==> config.mk <==
export PLATFORM = sky130hd
export DESIGN_NAME = scs8hd_o2nai_pipe
export DESIGN_NICKNAME = d
export VERILOG_FILES = /design/src/rtl/scs8hd_o2nai_pkg.sv /design/src/rtl/scs8hd_o2nai_stage.sv /design/src/rtl/scs8hd_o2nai_pipe.sv
export SDC_FILE = /design/constraint.sdc
export NUM_CORES = 1
export LEC_CHECK = 0
export CAP_MARGIN = 5
export CORE_MARGIN = 2
export CORE_UTILIZATION = 37
export DETAILED_ROUTE_END_ITERATION = 10
export GPL_ROUTABILITY_DRIVEN = 1
export GPL_TIMING_DRIVEN = 0
export PLACE_DENSITY = 0.85
export SYNTH_ARGS = -nofsm -noshare
export SYNTH_HDL_FRONTEND = slang
export SYNTH_SLANG_ARGS = --single-unit
==> constraint.sdc <==
create_clock -name CLK -period 3.1 [get_ports CLK]
set_input_delay 0.465 -clock CLK [delete_from_list [all_inputs] [get_ports CLK]]
set_output_delay 0.465 -clock CLK [all_outputs]
set_load 0.1 [all_outputs]
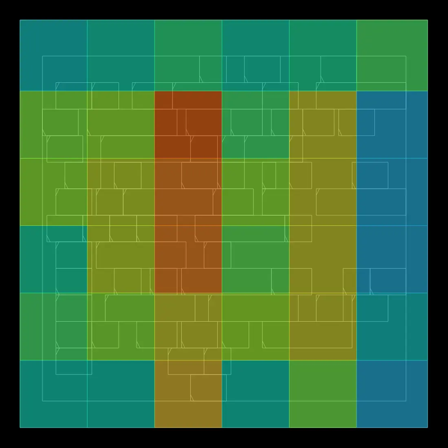
Fig. 1. Congestion heat map.
post-layout util: 60.7%
met2 usage in global routing: 20.3%

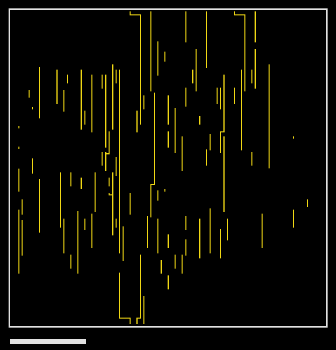
Fig. 2. Signal wires on met2.
Scale bar: 10 µm.
The wires run mostly vertical. The longest straight run is 24.1 µm. The layer holds 47% of the routed length. The layer carries 408 µm of wire.
overall routed net length: 871 µm
vias post-DR: 387

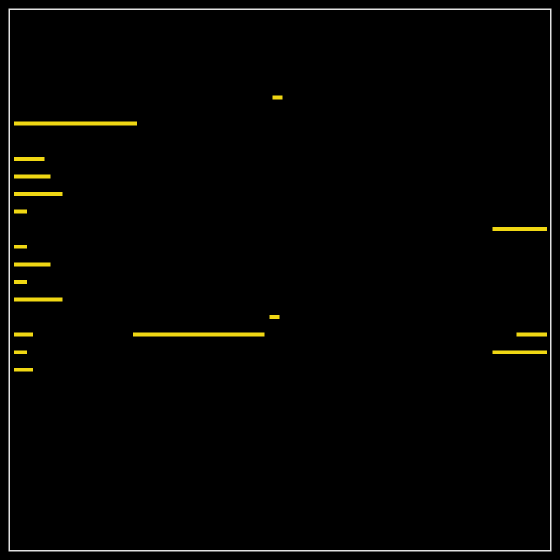
Fig. 3. Met3 routing.
16 nets have wire on it. The layer holds 5.6% of the routed length. The wires run mostly horizontal.
met3 Use GR: 2.61%

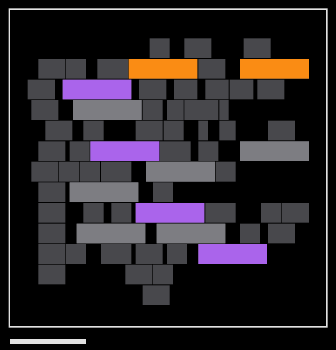
Fig. 4. Sequential cells grouped by signal name.
Scale bar: 10 µm.
Purple shows `g_stage.g_rest.u_stage.dat_o`, flops 4. Orange shows `OCC`, flops 2.
Another 6 sequential cells are not coloured.
sequential group power: 206 µW
Seq area share: 37.6%
Flop area: 300 µm²

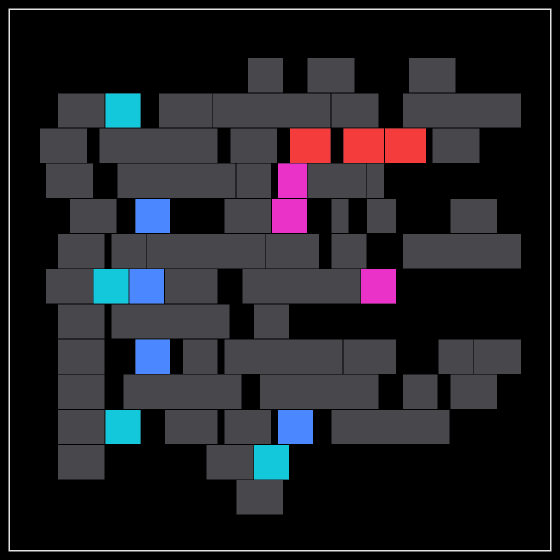
Fig. 5. Selected gate families.
Cyan shows aoi and oai cells, cells 4, most used o211ai_1. Blue shows non-inverting ao/oa cells, cells 4, most used o21a_1, where left middle. Red shows xor and xnor cells, cells 3, most used xor2_1. Magenta shows and/or cells, cells 3, most used or2b_1.
most numerous logic cell after layout: clkdlybuf4s50_1
Comb area share: 23.3%
final std cells w/o fill: 81

==> impl_metrics.yaml <==
# yosys + openroad results
sta:
  worst_pin_slew_ns: 0.975
  max_freq_mhz: 352
  min_period_ns: 2.84
  setup_slack_ns: 0.263
  totalNegativeSetupSlack_ns: 0
  rsz0062_at_grt: "no"
floorplanning:
  rows: 13
  dieArea_mm2: 0.00175
  taps: 15
  fp_util_pct: 40.1
  core_area_mm2: 0.00132
logic_synthesis:
  ys_top_logic_family: "AND-OR/OR-AND gates"
  aoi_share_pct: 11.4
  synthCells: 40
  synthesis.area_um2: 528
  yosysWarnings: 0
  fa_ha_area_share_pct: 2.37
  ys_ff: 12
  synth_cell_types: 15
  synth_seq_share_pct: 56.9
routing:
  drtAntennaViolNets: 0
  drc: 0
  first_pass_iters: 3
  wl_met3_um: 48
  dr_wl_met2_um: 408
  wl_met1_um: 381
critical_path:
  r2r_cells: 6
  worstPathMaxFanout: 10
  crit_family: "buffers and inverters"
  start_kind: "primary input"
  crit_required_ns: 2.63
  critPathMaxStageDelay_ns: 1.13
  worst_ep_arrival_time_ns: 2.37
  cp_common_cell: "clkdlybuf4s50_1"
  end_kind: "output port"
  crit_slowest_cell: "clkdlybuf4s50_1"
placement:
  post-place-cells: 78
  hpwl_um: 675
  gp_congestion: 0.636
outcome:
  status: "completed"
layout:
  comb_cells: 23
  diodes: 0
  inverters_excl_clock: 0
  lay_top_cells: "clkdlybuf4s50_1, dfrtp_1"
  drive_gt1_share_pct: 18.2
  area_growth_pct: 51.4
  largest_class: "flip-flops and latches"
  final_nets: 85
pwr:
  power_uw: 608
  p_clk_share_pct: 15.0
  p_seq_share_pct: 33.9
flow_run:
  warning_count: 26
  cap_violations: 0
clock_network:
  clk_latency_ns: 0.27
  root_buffer: "clkbuf_4"
  post_cts_buffers: 0
  cts_max_level: 1
  clk_pin_slew_worst_paths_ns: 0.07
worst_hold_path:
  worstHoldPathCells: 1
  hold_class: "reg2reg"
grt:
  grt_pass1_wl_um: 1570
  antenna_found_initial: 0
==> routing by layer <==
metal,vias to the layer above,global-route usage (%)
met4,0,9.68
met1,178,13.0
met3,4,2.61
li1,188,-
met2,17,20.3
met5,-,0
==> Yosys cell counts (all sizes together) <==
library cell	number	area, µm²
nor2	1	3.75
and2	1	6.26
nand3b	1	7.51
or2b	2	15.0
ha	1	12.5
dfrtp	12	300
nand2	1	3.75
xnor2	1	8.76
mux2	4	45.0
o211ai	4	30.0
xor2	2	17.5
buf	5	41.3
nand2b	1	6.26
o21a	4	30.0
==> power groups by stage <==
stage / clock, µW / sequential, µW / combinational, µW
floorplan: 0 / 313 / 131
global placement: 0 / 209 / 311
detailed placement: 0 / 210 / 312
CTS: 94.6 / 207 / 313
global route: 98.8 / 210 / 322
finish: 91.1 / 206 / 311
Power and IR drop assume default switching activity.
